[src/rtl/load_store_unit.sv]
// RV32I load/store unit: one outstanding data-bus access, lane steering for stores,
// extraction and extension of load data, plus misaligned/illegal fault reporting.
//
// state  | meaning
// S_IDLE | ready for a new op; req_ready=1
// S_BUS  | bus request held until mem_ack
// S_RESP | one-cycle completion pulse (suppressed by the kill flag or by flush)
module load_store_unit (
  input  logic        clk,
  input  logic        rst_n,
  input  logic        req_valid,
  output logic        req_ready,
  input  logic        req_is_store,
  input  logic [2:0]  req_funct3,
  input  logic [31:0] req_addr,
  input  logic [31:0] req_wdata,
  input  logic [4:0]  req_rd,
  output logic        stall,
  input  logic        flush,
  output logic        resp_valid,
  output logic [31:0] resp_rdata,
  output logic [4:0]  resp_rd,
  output logic        resp_misaligned,
  output logic        resp_illegal,
  output logic        mem_req,
  output logic        mem_we,
  output logic [31:0] mem_addr,
  output logic [31:0] mem_wdata,
  output logic [3:0]  mem_be,
  input  logic        mem_ack,
  input  logic [31:0] mem_rdata
);

  typedef enum logic [1:0] {S_IDLE, S_BUS, S_RESP} state_e;

  state_e      state_q, state_d;
  logic        mem_req_q, mem_req_d;
  logic        mem_we_q, mem_we_d;
  logic [31:0] mem_addr_q, mem_addr_d;
  logic [31:0] mem_wdata_q, mem_wdata_d;
  logic [3:0]  mem_be_q, mem_be_d;
  logic        kill_q, kill_d;
  logic [2:0]  ld_f3_q, ld_f3_d;
  logic [1:0]  ld_off_q, ld_off_d;
  logic [31:0] rdata_q, rdata_d;
  logic [4:0]  rd_q, rd_d;
  logic        mis_q, mis_d;
  logic        ill_q, ill_d;

  logic        accept;
  logic        legal;
  logic        misaligned;
  logic [3:0]  st_be;
  logic [31:0] st_wdata;
  logic [31:0] ld_shifted;
  logic [15:0] ld_half;
  logic [31:0] ld_data;

  assign req_ready = (state_q == S_IDLE);
  assign stall     = req_valid & ~req_ready;
  assign accept    = req_valid & req_ready;

  always_comb begin
    legal = 1'b0;
    if (req_is_store) begin
      legal = (req_funct3 == 3'b000) || (req_funct3 == 3'b001) || (req_funct3 == 3'b010);
    end else begin
      legal = (req_funct3 == 3'b000) || (req_funct3 == 3'b001) || (req_funct3 == 3'b010) ||
              (req_funct3 == 3'b100) || (req_funct3 == 3'b101);
    end
  end

  assign misaligned = ((req_funct3[1:0] == 2'b01) & req_addr[0]) |
                      ((req_funct3[1:0] == 2'b10) & (|req_addr[1:0]));

  always_comb begin
    st_be    = 4'b1111;
    st_wdata = req_wdata;
    case (req_funct3[1:0])
      2'b00: begin
        st_be    = 4'b0001 << req_addr[1:0];
        st_wdata = {4{req_wdata[7:0]}};
      end
      2'b01: begin
        st_be    = req_addr[1] ? 4'b1100 : 4'b0011;
        st_wdata = {2{req_wdata[15:0]}};
      end
      default: begin
        st_be    = 4'b1111;
        st_wdata = req_wdata;
      end
    endcase
  end

  // Load extraction uses the offset/funct3 latched at acceptance, not the live request.
  assign ld_shifted = mem_rdata >> {ld_off_q, 3'b000};
  assign ld_half    = ld_off_q[1] ? mem_rdata[31:16] : mem_rdata[15:0];

  always_comb begin
    ld_data = mem_rdata;
    case (ld_f3_q)
      3'b000:  ld_data = {{24{ld_shifted[7]}}, ld_shifted[7:0]};
      3'b001:  ld_data = {{16{ld_half[15]}}, ld_half};
      3'b100:  ld_data = {24'd0, ld_shifted[7:0]};
      3'b101:  ld_data = {16'd0, ld_half};
      default: ld_data = mem_rdata;
    endcase
  end

  always_comb begin
    state_d     = state_q;
    mem_req_d   = mem_req_q;
    mem_we_d    = mem_we_q;
    mem_addr_d  = mem_addr_q;
    mem_wdata_d = mem_wdata_q;
    mem_be_d    = mem_be_q;
    kill_d      = kill_q;
    ld_f3_d     = ld_f3_q;
    ld_off_d    = ld_off_q;
    rdata_d     = rdata_q;
    rd_d        = rd_q;
    mis_d       = mis_q;
    ill_d       = ill_q;
    case (state_q)
      S_IDLE: begin
        if (accept) begin
          kill_d   = 1'b0;
          rdata_d  = 32'd0;
          ld_f3_d  = req_funct3;
          ld_off_d = req_addr[1:0];
          if (!legal) begin
            state_d = S_RESP;
            ill_d   = 1'b1;
            mis_d   = 1'b0;
            rd_d    = 5'd0;
          end else if (misaligned) begin
            state_d = S_RESP;
            ill_d   = 1'b0;
            mis_d   = 1'b1;
            rd_d    = 5'd0;
          end else begin
            state_d     = S_BUS;
            ill_d       = 1'b0;
            mis_d       = 1'b0;
            rd_d        = req_is_store ? 5'd0 : req_rd;
            mem_req_d   = 1'b1;
            mem_we_d    = req_is_store;
            mem_addr_d  = {req_addr[31:2], 2'b00};
            mem_wdata_d = req_is_store ? st_wdata : 32'd0;
            mem_be_d    = req_is_store ? st_be : 4'b1111;
          end
        end
      end
      S_BUS: begin
        if (flush) begin
          kill_d = 1'b1;
        end
        if (mem_ack) begin
          state_d     = S_RESP;
          rdata_d     = mem_we_q ? 32'd0 : ld_data;
          mem_req_d   = 1'b0;
          mem_we_d    = 1'b0;
          mem_addr_d  = 32'd0;
          mem_wdata_d = 32'd0;
          mem_be_d    = 4'd0;
        end
      end
      S_RESP: begin
        state_d = S_IDLE;
        kill_d  = 1'b0;
      end
      default: state_d = S_IDLE;
    endcase
  end

  always_ff @(posedge clk or negedge rst_n) begin
    if (!rst_n) begin
      state_q     <= S_IDLE;
      mem_req_q   <= 1'b0;
      mem_we_q    <= 1'b0;
      mem_addr_q  <= 32'd0;
      mem_wdata_q <= 32'd0;
      mem_be_q    <= 4'd0;
      kill_q      <= 1'b0;
      ld_f3_q     <= 3'd0;
      ld_off_q    <= 2'd0;
      rdata_q     <= 32'd0;
      rd_q        <= 5'd0;
      mis_q       <= 1'b0;
      ill_q       <= 1'b0;
    end else begin
      state_q     <= state_d;
      mem_req_q   <= mem_req_d;
      mem_we_q    <= mem_we_d;
      mem_addr_q  <= mem_addr_d;
      mem_wdata_q <= mem_wdata_d;
      mem_be_q    <= mem_be_d;
      kill_q      <= kill_d;
      ld_f3_q     <= ld_f3_d;
      ld_off_q    <= ld_off_d;
      rdata_q     <= rdata_d;
      rd_q        <= rd_d;
      mis_q       <= mis_d;
      ill_q       <= ill_d;
    end
  end

  assign mem_req   = mem_req_q;
  assign mem_we    = mem_we_q;
  assign mem_addr  = mem_addr_q;
  assign mem_wdata = mem_wdata_q;
  assign mem_be    = mem_be_q;

  // Response fields read zero whenever the pulse is absent, including when flush gates it.
  assign resp_valid      = (state_q == S_RESP) & ~kill_q & ~flush;
  assign resp_rdata      = resp_valid ? rdata_q : 32'd0;
  assign resp_rd         = resp_valid ? rd_q : 5'd0;
  assign resp_misaligned = resp_valid & mis_q;
  assign resp_illegal    = resp_valid & ill_q;

endmodule

[config.mk]
export PLATFORM = sky130hd
export DESIGN_NAME = load_store_unit
export DESIGN_NICKNAME = d
export VERILOG_FILES = /design/src/rtl/load_store_unit.sv
export SDC_FILE = /design/constraint.sdc
export NUM_CORES = 1
export LEC_CHECK = 0
export CAP_MARGIN = 20
export CORE_MARGIN = 10
export CORE_UTILIZATION = 39
export DETAILED_ROUTE_END_ITERATION = 10
export GPL_ROUTABILITY_DRIVEN = 0
export PLACE_DENSITY = 0.86
export SKIP_CTS_REPAIR_TIMING = 1
export SLEW_MARGIN = 40
export SYNTH_ARGS = -nofsm -noshare
export SYNTH_HDL_FRONTEND = slang
export SYNTH_SLANG_ARGS = --single-unit
[constraint.sdc]
create_clock -name clk -period 1.8 [get_ports clk]
set_input_delay 0.45 -clock clk [delete_from_list [all_inputs] [get_ports clk]]
set_output_delay 0.45 -clock clk [all_outputs]
set_load 0.005 [all_outputs]
Figure 1. Routed clock nets over the placement.
Bar = 50 um.
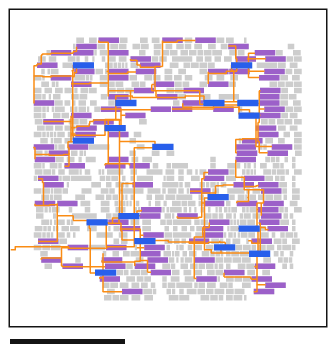
Orange is clock wires, length 1590 um. Blue is clock drivers, count 17. Purple is flip-flops, count 115.
Position of the flops: spread over the die. There are 18 routed clock nets.

Figure 2. Signal wires on met3.
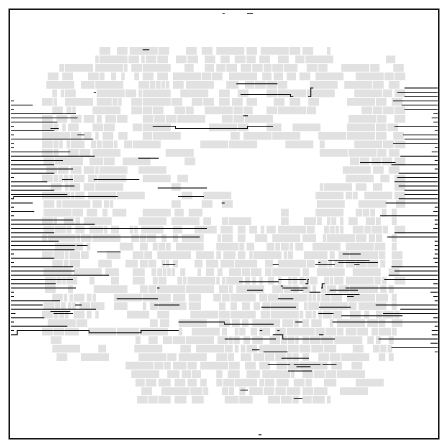
The wires run mostly horizontal. The layer carries 1840 um of wire. The layer holds 9.5% of the routed length.

==> notes.md <==
Results of the full flow below.

Yosys:
- The run puts the number of flops mapped to enable cells by yosys at 0.
- Per the post-synthesis stats, the area per cell is roughly 11 um2.
- Per the synthesis report, the XOR/XNOR share of the synthesized area is 0.

Route:
- The run gives the detailed-routing wirelength on met1 as ~7.5 mm.

Power:
- The run gives the power consumption as 0.00937 W.
- The internal power of the cells totals about 0.0068 W.

Worst setup path:
- For the worst reg-to-reg path, the endpoint reported by OpenROAD is mem_wdata[5]$_DFFE_PN0P_.
- The run puts the cell count of the worst reg-to-reg path at 6.
- The run gives the capturing element type of the critical path as an output port.
- The run gives the reg-to-reg setup timing slack as roughly 0.02 ns.
- STA puts the critical path data required time at between 1 and 1.5 ns.
- The run puts the buffers plus inverters on the worst setup path at 6.
- The run puts the highest fanout seen on the critical path at 5.

Outcome:
- The flow ran to the end, but the final reports show violations.
- The checks that failed: setup timing.

Floorplanning:
- 222 I/O pins were placed.
- The run puts the initial core utilization at 0.400.

Hold path:
- The worst hold path belongs to the class in2async.

Final timing:
- The run puts the worst setup slack after layout at -0.479 ns.
- The run gives the fraction of the cycle the final worst path needs as 1.27.
- The run puts the number of setup violations in the final report at ~40.

Global routing:
- The run gives the fraction of met3 tracks used by global routing as 0.0839.
- The run gives the final global-route overflow total as 0.

Clock tree:
- Looking at the clock tree report, the H-tree level count equals 4.

Placement:
- Prior to clock tree synthesis, the placed netlist has a worst setup slack of -0.839 ns.
- Once placement completed, the tool counted placed cells totaling ~880.
==> final cells by class <==
| type | count | area, um2 |
|---|---|---|
| inverter | 8 | 30.0 |
| clock inverter | 6 | 80.1 |
| multi-input combinational | 324 | 2300 |
| clock buffer | 24 | 472 |
| fill | 1013 | 4460 |
| tap | 176 | 220 |
| antenna | 6 | 15.0 |
| timing repair buffer | 283 | 2840 |
| sequential | 115 | 2880 |
==> power groups by stage <==
stage | Sequential [W] | Combinational [W] | Clock [W]
5_1_grt | 0.00346 | 0.00298 | 0.00340
2_1_floorplan | 0.00339 | 0.00101 | 0
3_5_place_dp | 0.00342 | 0.00251 | 0
6_report | 0.00340 | 0.00277 | 0.00320
3_3_place_gp | 0.00339 | 0.00243 | 0
4_1_cts | 0.00339 | 0.00253 | 0.00324
Power and IR drop assume default switching activity.
